[src/rtl/mips_boot_pkg.sv]
// mips_boot_pkg: shared state encoding and default sizes for the boot controller
package mips_boot_pkg;
    localparam int DATA_W   = 32;
    localparam int ADDR_W   = 6;
    localparam int REG_AW   = 5;
    localparam int HOLD_CYC = 2;
    localparam int CNT_W    = 32;
    typedef enum logic [2:0] {CLEAR, LOAD, HOLD, RUN, DUMP} state_t;
endpackage

[src/rtl/mips_boot_ctrl_if.sv]
// mips_boot_ctrl_if: load stream, memory/register-file write ports, cpu control and dump stream
// master = controller side, slave = environment side (loader, memories, core, dump sink)
interface mips_boot_ctrl_if #(
    parameter int DATA_W = mips_boot_pkg::DATA_W,
    parameter int ADDR_W = mips_boot_pkg::ADDR_W,
    parameter int REG_AW = mips_boot_pkg::REG_AW,
    parameter int CNT_W  = mips_boot_pkg::CNT_W
);
    logic              ld_valid, ld_ready, ld_last;
    logic [ADDR_W-1:0] ld_addr;
    logic [DATA_W-1:0] ld_data;
    logic              mem_we;
    logic [ADDR_W-1:0] mem_addr;
    logic [DATA_W-1:0] mem_wdata;
    logic              rf_we;
    logic [REG_AW-1:0] rf_addr;
    logic [DATA_W-1:0] rf_wdata, rf_rdata;
    logic              cpu_rst, cpu_stall;
    logic              dump_req, dump_valid, dump_ready;
    logic [REG_AW-1:0] dump_idx;
    logic [DATA_W-1:0] dump_data;
    logic [CNT_W-1:0]  cycle_cnt;
    modport master (
        input  ld_valid, ld_addr, ld_data, ld_last, rf_rdata, dump_req, dump_ready,
        output ld_ready, mem_we, mem_addr, mem_wdata, rf_we, rf_addr, rf_wdata,
               cpu_rst, cpu_stall, dump_valid, dump_idx, dump_data, cycle_cnt
    );
    modport slave (
        output ld_valid, ld_addr, ld_data, ld_last, rf_rdata, dump_req, dump_ready,
        input  ld_ready, mem_we, mem_addr, mem_wdata, rf_we, rf_addr, rf_wdata,
               cpu_rst, cpu_stall, dump_valid, dump_idx, dump_data, cycle_cnt
    );
endinterface

[src/rtl/mips_boot_ctrl.sv]
// mips_boot_ctrl: clears memory/registers, loads a program image, releases the core, dumps registers on request
// clk, rst: clock and synchronous active-high reset; bus: mips_boot_ctrl_if master side
module mips_boot_ctrl #(
    parameter int DATA_W   = mips_boot_pkg::DATA_W,
    parameter int ADDR_W   = mips_boot_pkg::ADDR_W,
    parameter int REG_AW   = mips_boot_pkg::REG_AW,
    parameter int HOLD_CYC = mips_boot_pkg::HOLD_CYC,
    parameter int CNT_W    = mips_boot_pkg::CNT_W
) (
    input logic clk,
    input logic rst,
    mips_boot_ctrl_if.master bus
);
    import mips_boot_pkg::*;
    localparam int DEPTH = 1 << ADDR_W;
    localparam int REG_N = 1 << REG_AW;
    localparam int IW    = ADDR_W > REG_AW ? ADDR_W : REG_AW;
    localparam int HW    = $clog2(HOLD_CYC) + 1;
    state_t            state, st;
    logic [IW-1:0]     i, ix;
    logic [REG_AW-1:0] d, dx;
    logic [HW-1:0]     hcnt;
    logic [CNT_W-1:0]  cnt;
    // while rst is high the outputs already show the first CLEAR cycle, so an in-flight beat is dropped
    assign st = rst ? CLEAR : state;
    assign ix = rst ? '0 : i;
    assign dx = rst ? '0 : d;
    always_ff @(posedge clk) begin
        if (rst) begin
            state <= CLEAR;
            i     <= '0;
            d     <= '0;
            hcnt  <= '0;
            cnt   <= '0;
        end else begin
            case (state)
                CLEAR: begin
                    i <= i + 1'b1;
                    if (&i) state <= LOAD;
                end
                LOAD: if (bus.ld_valid && bus.ld_last) begin
                    state <= HOLD;
                    hcnt  <= '0;
                end
                HOLD: if (hcnt == HW'(HOLD_CYC - 1)) begin
                    state <= RUN;
                    cnt   <= '0;
                end else begin
                    hcnt <= hcnt + 1'b1;
                end
                RUN: begin
                    cnt <= cnt + 1'b1;
                    if (bus.dump_req) begin
                        state <= DUMP;
                        d     <= '0;
                    end
                end
                DUMP: if (bus.dump_ready) begin
                    d <= d + 1'b1;
                    if (&d) state <= RUN;
                end
                default: state <= CLEAR;
            endcase
        end
    end
    assign bus.ld_ready   = st == LOAD;
    assign bus.mem_we     = st == CLEAR ? {1'b0, ix} < (IW + 1)'(DEPTH) : st == LOAD && bus.ld_valid;
    assign bus.mem_addr   = st == CLEAR ? ix[ADDR_W-1:0] : bus.ld_addr;
    assign bus.mem_wdata  = st == CLEAR ? '0 : bus.ld_data;
    assign bus.rf_we      = st == CLEAR && {1'b0, ix} < (IW + 1)'(REG_N);
    assign bus.rf_addr    = st == CLEAR ? ix[REG_AW-1:0] : dx;
    assign bus.rf_wdata   = '0;
    assign bus.cpu_rst    = st inside {CLEAR, LOAD, HOLD};
    assign bus.cpu_stall  = st == DUMP;
    assign bus.dump_valid = st == DUMP;
    assign bus.dump_idx   = dx;
    assign bus.dump_data  = bus.rf_rdata;
    assign bus.cycle_cnt  = rst ? '0 : cnt;
endmodule
[src/flat_wrapper.sv]
// flat-port wrapper written by rule: the top's interface ports become plain ports
module mips_boot_ctrl_flat import mips_boot_pkg::*;
#(
    parameter int DATA_W   = mips_boot_pkg::DATA_W,
    parameter int ADDR_W   = mips_boot_pkg::ADDR_W,
    parameter int REG_AW   = mips_boot_pkg::REG_AW,
    parameter int HOLD_CYC = mips_boot_pkg::HOLD_CYC,
    parameter int CNT_W    = mips_boot_pkg::CNT_W
)
  (clk, rst, bus_ld_valid, bus_ld_addr, bus_ld_data, bus_ld_last, bus_rf_rdata, bus_dump_req, bus_dump_ready, bus_ld_ready, bus_mem_we, bus_mem_addr, bus_mem_wdata, bus_rf_we, bus_rf_addr, bus_rf_wdata, bus_cpu_rst, bus_cpu_stall, bus_dump_valid, bus_dump_idx, bus_dump_data, bus_cycle_cnt);
  mips_boot_ctrl_if #(.DATA_W(DATA_W), .ADDR_W(ADDR_W), .REG_AW(REG_AW), .CNT_W(CNT_W)) bus_i ();
  input logic clk;
  input logic rst;
  input wire logic [$bits(bus_i.ld_valid)-1:0] bus_ld_valid;
  input wire logic [$bits(bus_i.ld_addr)-1:0] bus_ld_addr;
  input wire logic [$bits(bus_i.ld_data)-1:0] bus_ld_data;
  input wire logic [$bits(bus_i.ld_last)-1:0] bus_ld_last;
  input wire logic [$bits(bus_i.rf_rdata)-1:0] bus_rf_rdata;
  input wire logic [$bits(bus_i.dump_req)-1:0] bus_dump_req;
  input wire logic [$bits(bus_i.dump_ready)-1:0] bus_dump_ready;
  output wire logic [$bits(bus_i.ld_ready)-1:0] bus_ld_ready;
  output wire logic [$bits(bus_i.mem_we)-1:0] bus_mem_we;
  output wire logic [$bits(bus_i.mem_addr)-1:0] bus_mem_addr;
  output wire logic [$bits(bus_i.mem_wdata)-1:0] bus_mem_wdata;
  output wire logic [$bits(bus_i.rf_we)-1:0] bus_rf_we;
  output wire logic [$bits(bus_i.rf_addr)-1:0] bus_rf_addr;
  output wire logic [$bits(bus_i.rf_wdata)-1:0] bus_rf_wdata;
  output wire logic [$bits(bus_i.cpu_rst)-1:0] bus_cpu_rst;
  output wire logic [$bits(bus_i.cpu_stall)-1:0] bus_cpu_stall;
  output wire logic [$bits(bus_i.dump_valid)-1:0] bus_dump_valid;
  output wire logic [$bits(bus_i.dump_idx)-1:0] bus_dump_idx;
  output wire logic [$bits(bus_i.dump_data)-1:0] bus_dump_data;
  output wire logic [$bits(bus_i.cycle_cnt)-1:0] bus_cycle_cnt;
  assign bus_i.ld_valid = bus_ld_valid;
  assign bus_i.ld_addr = bus_ld_addr;
  assign bus_i.ld_data = bus_ld_data;
  assign bus_i.ld_last = bus_ld_last;
  assign bus_i.rf_rdata = bus_rf_rdata;
  assign bus_i.dump_req = bus_dump_req;
  assign bus_i.dump_ready = bus_dump_ready;
  assign bus_ld_ready = bus_i.ld_ready;
  assign bus_mem_we = bus_i.mem_we;
  assign bus_mem_addr = bus_i.mem_addr;
  assign bus_mem_wdata = bus_i.mem_wdata;
  assign bus_rf_we = bus_i.rf_we;
  assign bus_rf_addr = bus_i.rf_addr;
  assign bus_rf_wdata = bus_i.rf_wdata;
  assign bus_cpu_rst = bus_i.cpu_rst;
  assign bus_cpu_stall = bus_i.cpu_stall;
  assign bus_dump_valid = bus_i.dump_valid;
  assign bus_dump_idx = bus_i.dump_idx;
  assign bus_dump_data = bus_i.dump_data;
  assign bus_cycle_cnt = bus_i.cycle_cnt;
  mips_boot_ctrl #(.DATA_W(DATA_W), .ADDR_W(ADDR_W), .REG_AW(REG_AW), .HOLD_CYC(HOLD_CYC), .CNT_W(CNT_W)) u_core (.clk(clk), .rst(rst), .bus(bus_i));
endmodule
[config.mk]
export PLATFORM = sky130hd
export DESIGN_NAME = mips_boot_ctrl_flat
export DESIGN_NICKNAME = d
export VERILOG_FILES = /design/src/rtl/mips_boot_pkg.sv /design/src/rtl/mips_boot_ctrl_if.sv /design/src/rtl/mips_boot_ctrl.sv /design/src/flat_wrapper.sv
export SDC_FILE = /design/constraint.sdc
export NUM_CORES = 1
export LEC_CHECK = 0
export ABC_CLOCK_PERIOD_IN_PS = 2500
export CAP_MARGIN = 10
export CORE_UTILIZATION = 38
export CTS_BUF_LIST = sky130_fd_sc_hd__clkbuf_4
export DETAILED_ROUTE_END_ITERATION = 10
export PLACE_DENSITY = 0.82
export SETUP_SLACK_MARGIN = 0.3
export SLEW_MARGIN = 15
export SYNTH_ARGS = -nofsm -noshare
export SYNTH_HDL_FRONTEND = slang
export SYNTH_SLANG_ARGS = --single-unit
[constraint.sdc]
create_clock -name clk -period 2.5 [get_ports clk]
set_input_delay 0.75 -clock clk [delete_from_list [all_inputs] [get_ports clk]]
set_output_delay 0.75 -clock clk [all_outputs]
set_load 0.05 [all_outputs]
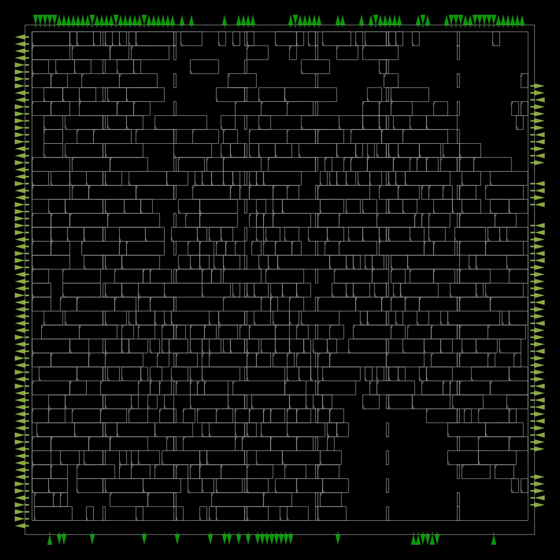
run_1/final_placement.png
post-layout util: 0.712
core box area: 9200 um2
# Taps: 111
flop count: 48
# fillers: 606

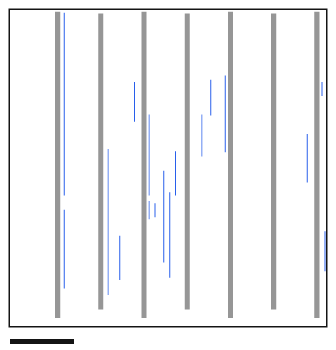
run_1/met4.png
Bar = 20 um. Supply wires on this layer in gray.
longest straight run: 57.1 um
share of all routed wire: 2.6%
nets with wire on the layer: 16

==> run notes, run 1 <==
fresh numbers from the pnr run: DR iter-0 viols=224, Top class by area=logic gates, YS chip area=3590 um2, Seq area share=0.149, Mapped Avg Cell Area=7.44 um2, Max Clock Skew=0.0179 ns, Inserted Clock Buffers=5, ys flop type=dfxtp_1, final setup violating endpoints=0, Critical R2R Capture=u_core.cnt[23]$_SDFFE_PP0P_, routed len/inst=18.4 um, CTS root buf=clkbuf_4, yosys aoi share=0.111, relative slew slack=0.624, Synth logic family=simple AND/OR/NAND/NOR gates, Fmax=0.403 GHz, IO buf count=129, post-route ant nets=0, Synth Seq Share=0.267, CTS tree=done, clock slew at reported path FFs=0.16 ns, FF-to-FF path depth=8, Tmin final=2.48 ns, Logic area=2720 um2, ys async rst share=0, WHS=0.501 ns, Synth mux share=0.0390, Hold Path Class=register to register, htree depth=2, Post-Synth Adder-Cell Area=0.0174, total wire length=13100 um, Power Density=252 nW/um2, number of non-clock buffers=177, Clock Sinks=48, post-DP HPWL=8330 um, RePlAce Congestion=0.852, Commonest Layout Cell=buf_12, largest net degree at the start of global routing=18, post-CTS resize count=86, Post-CTS Setup Repair Bufs=15, Worst Setup Path Type=register to primary output, Clock buffer cells=5, OpenROAD warning count=29, first-pass GRT wire length=19300 um, clock network area share=0.0122, register area=972 um2, Critical path origin=u_core.state[2]$_SDFFE_PP0P_, Worst R2R Setup Slack=0.41 ns, Rows=35, Hold-fix buffers, CTS=0, die height=99.2 um, status=completed, inverter count=8, dominant cell type by area after synthesis=dfxtp_1, synthesized netlist cell count=483, Worst setup SP type=register, P_leak=0.00238 uW, die area=9850 um2, vias in the first global route=3943, crit end category=primary output, yosys simple share=0.361, post-synth cell types=49, EDFF count, synth=0, setup TNS=0 ns, hold path depth=2, Worst IR Drop VDD=0.222 mV, number of synthesized register bits=48, Die W=99.2 um, yosys xor share=0.0219, post-place setup slack=0.0561 ns, Signal buf overhead=0.397, #MultiIn Comb=360, initial antenna violation count=0, gr usage total=0.249, crit path max fanout=7, slew at the pin closest to its max-slew limit=0.563 ns, ys cells=483, logic share of the area=0.416, number of synthesis warnings=0, worst path required time=1.75 ns, Pins Over Slew Limit=0, Arrival @ worst endpoint=1.73 ns, synthesized cell area=3590 um2, HP Start=u_core.cnt[27]$_SDFFE_PP0P_, total global routing overflow=0, P&R area growth vs syn=82.1%, Via Count=3972, Core Util at FP=0.391, most frequent cells in the layout=buf_12, dfxtp_1, nand2_1, area share of the largest cell type after synthesis=0.267, FF-to-FF Start=u_core.state[1]$_SDFFE_PP0P_, # IOs=226, Top cells by area=dfxtp_1, buf_4, and2_1, Insertion Delay late pin=0.38 ns, final period utilization=0.992, layout net count=681, Max-Cap Viols=0, Ant. Diodes=0, routed vias/inst=5.58, unrepaired setup endpoints after global routing=true, Hold Crit Endpoint=u_core.cnt[27]$_SDFFE_PP0P_, CP endpoint=bus_mem_addr[2], share of cells above drive strength 1=0.438, Initial DRT Pass Iterations=5, number of remaining DRC errors=0, Hold Vio Cnt, Final=0, Bufs on Longest Clock Path=2, fin worst setup slack=0.0194 ns
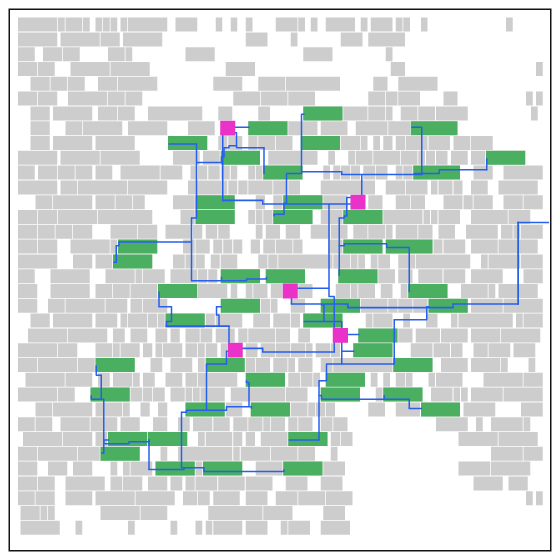
run_1/clock_map.png
legend:
  cells driving clock nets:
    color: magenta
    count: 5
  clock wires:
    color: blue
    length: 606 um
  flip-flops:
    color: green
    count: 48
routed clock nets: 6

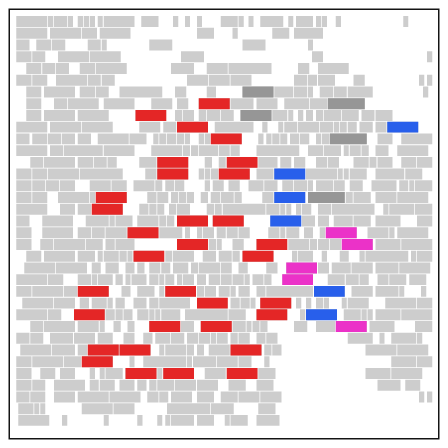
run_1/registers.png
Other sequential cells in the stronger gray, the rest of the logic in the fainter gray.
legend:
  u_core.d:
    color: magenta
    sequential_cells: 5
    where: right middle
  u_core.cnt:
    color: red
    sequential_cells: 32
  u_core.i:
    color: blue
    sequential_cells: 6
not colored: 5

==> run 1: cells by family (layout without fill, tap and decap cells) <==
| logic type | count (synthesis) | in the layout |
|---|---|---|
| xor+xnor | 9 | 9 |
| mux | 14 | 14 |
| buf+inv | 106 | 193 |
| simple gates | 234 | 234 |
| flops | 48 | 48 |
| fa+ha+maj | 5 | 5 |
| other cells | 1 | 32 |
| compound gates | 66 | 66 |
==> run 1: layer usage <==
metal	routed length (um)	GRT usage
met1	4430	0.246
met2	7120	0.485
met3	1190	0.0759
met4	335	0.0928
met5	0	0
==> run 1: synthesized netlist by cell type (all sizes together), types with 7 or more instances <==
cell and instances:
mux2i 14, buf 72, nor3 9, dfxtp 48, nor2b 33, o21ai 8
nand4 13, o211ai 7, nor2 31, and2 33, nand3 14, a21oi 33
or4 7, nor4 7, clkbuf 26, inv 8, nand2 46, or2 11
==> run 1: where the power goes <==
part | total (uW) | internal (uW) | leakage, uW | switching (uW)
logic | 398 | 166 | 0.00195 | 232
clock network | 479 | 209 | 0.0000412 | 270
registers | 774 | 766 | 0.000389 | 7.60
total | 1650 | 1140 | 0.00238 | 510
==> run 1: metrics by stage <==
step / instances / cell area, um2 / total power (uW)
6_report: 712 / 6550 / 1650
5_1_grt: 712 / 6550 / 1710
4_1_cts: 705 / 6300 / 1630
3_5_place_dp: 675 / 5600 / 1110
3_3_place_gp: 675 / 5600 / 1100
2_1_floorplan: 514 / 4310 / 1190
==> run 1: sequential cells by signal, summed over array words and instances, names as in the netlist <==
register	cells
u_core.hcnt	2
u_core.i	6
u_core.d	5
u_core.cnt	32
u_core.state	3
==> run 1: worst max-delay path, cell delays in order (launching register included) <==
cell and delay, ns:
dfxtp_4 0.41, or4b_4 0.61, a21oi_4 0.16, buf_6 0.17
==> inputs of run 2 (changes only) <==
--- a/config.mk
+++ b/config.mk
@@ -9,6 +9,7 @@
 export CAP_MARGIN = 10
 export CORE_UTILIZATION = 38
 export CTS_BUF_LIST = sky130_fd_sc_hd__clkbuf_4
+export CTS_CLUSTER_DIAMETER = 60
 export DETAILED_ROUTE_END_ITERATION = 10
 export PLACE_DENSITY = 0.82
 export SETUP_SLACK_MARGIN = 0.3
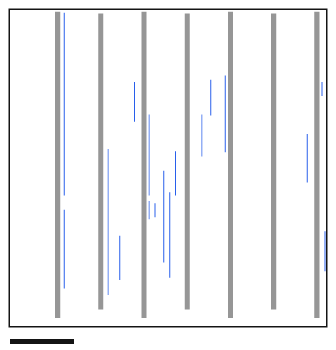
run_2/met4.png
Bar = 20 um. Supply wires on this layer in gray.
wire length on this layer: 335 um
longest straight run: 57.1 um
nets with wire on the layer: 16
main direction: vertical

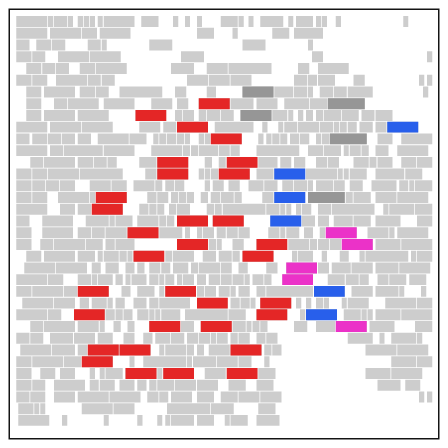
run_2/registers.png
Other sequential cells in the stronger gray, the rest of the logic in the fainter gray.
legend:
  u_core.d:
    color: magenta
    sequential_cells: 5
    where: right middle
  u_core.i:
    color: blue
    sequential_cells: 6
  u_core.cnt:
    color: red
    sequential_cells: 32
not colored: 5

==> run 2 against run 1 <==
Net effect: die area stayed put; sequential cell count stayed put; combinational power hardly changed; setup slack stayed put; largest cell class unchanged; final area stayed put; critical path type unchanged; final cell count stayed put; wire length stayed put; sequential share of layout area stayed put.
==> run notes, run 2 <==
fresh numbers from the pnr run: Post-synth top cells=buf_4, dfxtp_1, nand2_1 (unchanged), Bufs on Longest Clock Path=2 (unchanged), die area=9850 um2 (unchanged), yosys simple share=0.361 (unchanged), number of synthesized register bits=48 (unchanged), HP Start=u_core.cnt[27]$_SDFFE_PP0P_ (unchanged), Hold Vio Cnt, Final=0 (unchanged), IO buf count=129 (unchanged), final period utilization=0.992 (unchanged), post-DP HPWL=8330 um (unchanged), FF-to-FF path depth=8 (unchanged), Via Count=3972 (unchanged), CTS root buf=clkbuf_4 (unchanged), share of cells above drive strength 1=0.438 (unchanged), Inserted Clock Buffers=5 (unchanged), dominant cell type by area after synthesis=dfxtp_1 (unchanged), FF-to-FF Start=u_core.state[1]$_SDFFE_PP0P_ (unchanged), htree depth=2 (unchanged), crit end category=primary output (unchanged), number of remaining DRC errors=0 (unchanged), Yosys top cell by instances=buf_4 (unchanged), synthesized cell area=3590 um2 (unchanged), slowest CP cell=or4b_4 (unchanged), Tmin final=2.48 ns (unchanged), largest register by flop count=u_core.cnt (unchanged), ys async rst share=0 (unchanged), Design Power=1650 uW (unchanged), layout net count=681 (unchanged), die height=99.2 um (unchanged), largest net degree at the start of global routing=18 (unchanged), ys cells=483 (unchanged), Ant. Diodes=0 (unchanged), slew at the pin closest to its max-slew limit=0.563 ns (unchanged), ys flop type=dfxtp_1 (unchanged), Synth logic family=simple AND/OR/NAND/NOR gates (unchanged), # IOs=226 (unchanged), clock slew at reported path FFs=0.16 ns (about the same), Hold Path Class=register to register (unchanged), placed insts=675 (unchanged), Hold-fix buffers, CTS=0 (unchanged), P&R area growth vs syn=82.1% (unchanged), setup TNS=0 ns (unchanged), initial antenna violation count=0 (unchanged), Initial DRT Pass Iterations=5 (unchanged), final setup violating endpoints=0 (unchanged), routed vias/inst=5.58 (unchanged), vias in the first global route=3943 (unchanged), yosys xor share=0.0219 (unchanged), Post-Synth Adder-Cell Area=0.0174 (unchanged), Placed Instance Area=5600 um2 (unchanged), core box area=9200 um2 (unchanged), area share of the largest cell type after synthesis=0.267 (unchanged), P_leak=0.00238 uW (unchanged), OpenROAD warning count=29 (unchanged), Worst IR Drop VDD=0.222 mV (unchanged), post-layout util=0.712 (unchanged), Max Clock Skew=0.0179 ns (unchanged), post-route ant nets=0 (unchanged), first-pass GRT wire length=19300 um (unchanged), WHS=0.501 ns (unchanged), max FFs per register=32 (unchanged), Worst R2R Setup Slack=0.41 ns (about the same), CP max stage delay=0.61 ns (about the same), critical-path cell list=or4b_4, a21oi_4, buf_6 (unchanged), hold path depth=2 (unchanged), Fmax=0.403 GHz (unchanged), YS chip area=3590 um2 (unchanged), Top cells by area=dfxtp_1, buf_4, and2_1 (unchanged), Commonest Layout Cell=buf_12 (unchanged), Arrival @ worst endpoint=1.73 ns (about the same), CTS tree=done (unchanged), gr usage total=0.249 (unchanged), Synth mux share=0.0390 (unchanged), synthesized netlist cell count=483 (unchanged), Worst Setup Path Type=register to primary output (unchanged), Die W=99.2 um (unchanged), crit path max fanout=7 (unchanged), total global routing overflow=0 (unchanged), status=completed (unchanged), Mapped Avg Cell Area=7.44 um2 (unchanged), yosys aoi share=0.111 (unchanged), Core Util at FP=0.391 (unchanged), Synth Seq Share=0.267 (unchanged), number of synthesis warnings=0 (unchanged), Top Registers=u_core.cnt x32, u_core.i x6, u_core.d x5 (unchanged), DR iter-0 viols=224 (unchanged), worst path required time=1.75 ns (about the same), total wire length=13100 um (unchanged), post-route cell area=6550 um2 (unchanged), routed len/inst=18.4 um (unchanged), relative slew slack=0.624 (unchanged), Max-Cap Viols=0 (unchanged), fin worst setup slack=0.0194 ns (unchanged), post-place setup slack=0.0561 ns (unchanged), Critical R2R Capture=u_core.cnt[23]$_SDFFE_PP0P_ (unchanged), # fillers=606 (unchanged), Hold Crit Endpoint=u_core.cnt[27]$_SDFFE_PP0P_ (unchanged), Worst setup SP type=register (unchanged), unrepaired setup endpoints after global routing=true (unchanged), Clock Sinks=48 (unchanged), post-synth cell types=49 (unchanged), Power Density=252 nW/um2 (unchanged), RePlAce Congestion=0.852 (unchanged), Pins Over Slew Limit=0 (unchanged), EDFF count, synth=0 (unchanged), most frequent cells in the layout=buf_12, dfxtp_1, nand2_1 (unchanged), Insertion Delay late pin=0.38 ns (about the same)
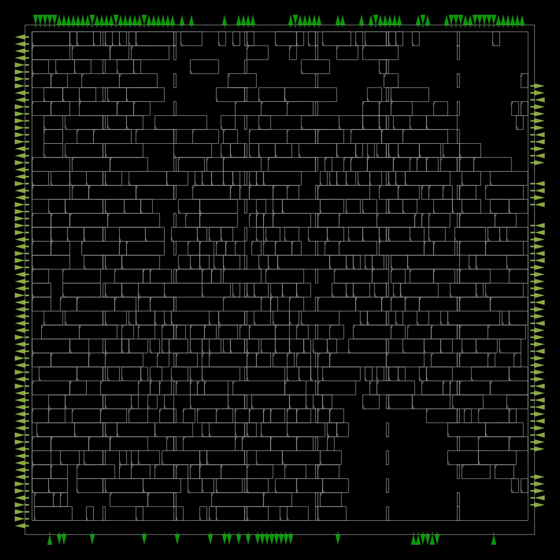
run_2/final_placement.png
Rows: 35
Layout Cells excl Fill: 712
Seq area share: 0.149

-- run 2: cell families after synthesis --
group           after synthesis
mux                          14
flops                        48
xor+xnor                      9
other cells                   1
simple gates                234
compound gates               66
fa+ha+maj                     5
buf+inv                     106
-- run 2: worst max path at each step --
stage                                  from                 to  depth (start not counted)
6_report       u_core.state[2]$_SDFFE_PP0P_    bus_mem_addr[2]                          3
5_1_grt        u_core.state[2]$_SDFFE_PP0P_   bus_mem_wdata[4]                          6
4_1_cts        u_core.state[1]$_SDFFE_PP0P_    bus_mem_addr[2]                          3
3_5_place_dp                   bus_ld_valid         bus_mem_we                          4
3_3_place_gp                   bus_ld_valid         bus_mem_we                          4
2_1_floorplan                           rst  bus_cycle_cnt[26]                          2
-- run 2: layout make-up --
class                           instances  area (um2)  share of cell area
Timing Repair Buffer                  177        2600               0.397
Multi-Input combinational cell        360        2720               0.416
Inverter                                8        30.0             0.00459
Clock buffer                            5        37.5             0.00574
Tap cell                              111         139              0.0212
Clock inverter                          3        42.5             0.00650
Sequential cell                        48         972               0.149
-- run 2: worst max-delay path: cells and delay by family, from the launching register on --
family	cells	cell delay, ns
flip-flops	1	0.41
AND-OR/OR-AND	1	0.16
buffers and inverters	1	0.17
AND/OR/NAND/NOR	1	0.61
-- run 2: timing repair --
| action | 4_1_cts | 5_1_grt |
|---|---|---|
| pin swaps | 11 | 26 |
| gates resized | 86 | 55 |
| buffers inserted | 15 | 5 |
| cloned | 7 | 2 |
| endpoints found under the hold margin | 0 | 0 |
| setup endpoints to repair | 80 | 86 |
-- run 2: layer usage --
metal	track usage	wire length [um]
met5	0	0
met4	0.0928	335
met3	0.0759	1190
met2	0.485	7120
met1	0.246	4430
-- run 2: power by group --
group | internal, uW | switching [uW]
Combinational | 166 | 232
Sequential | 766 | 7.60
Clock | 209 | 270
Power figures rest on the tool's default switching activity, not on a simulated workload.
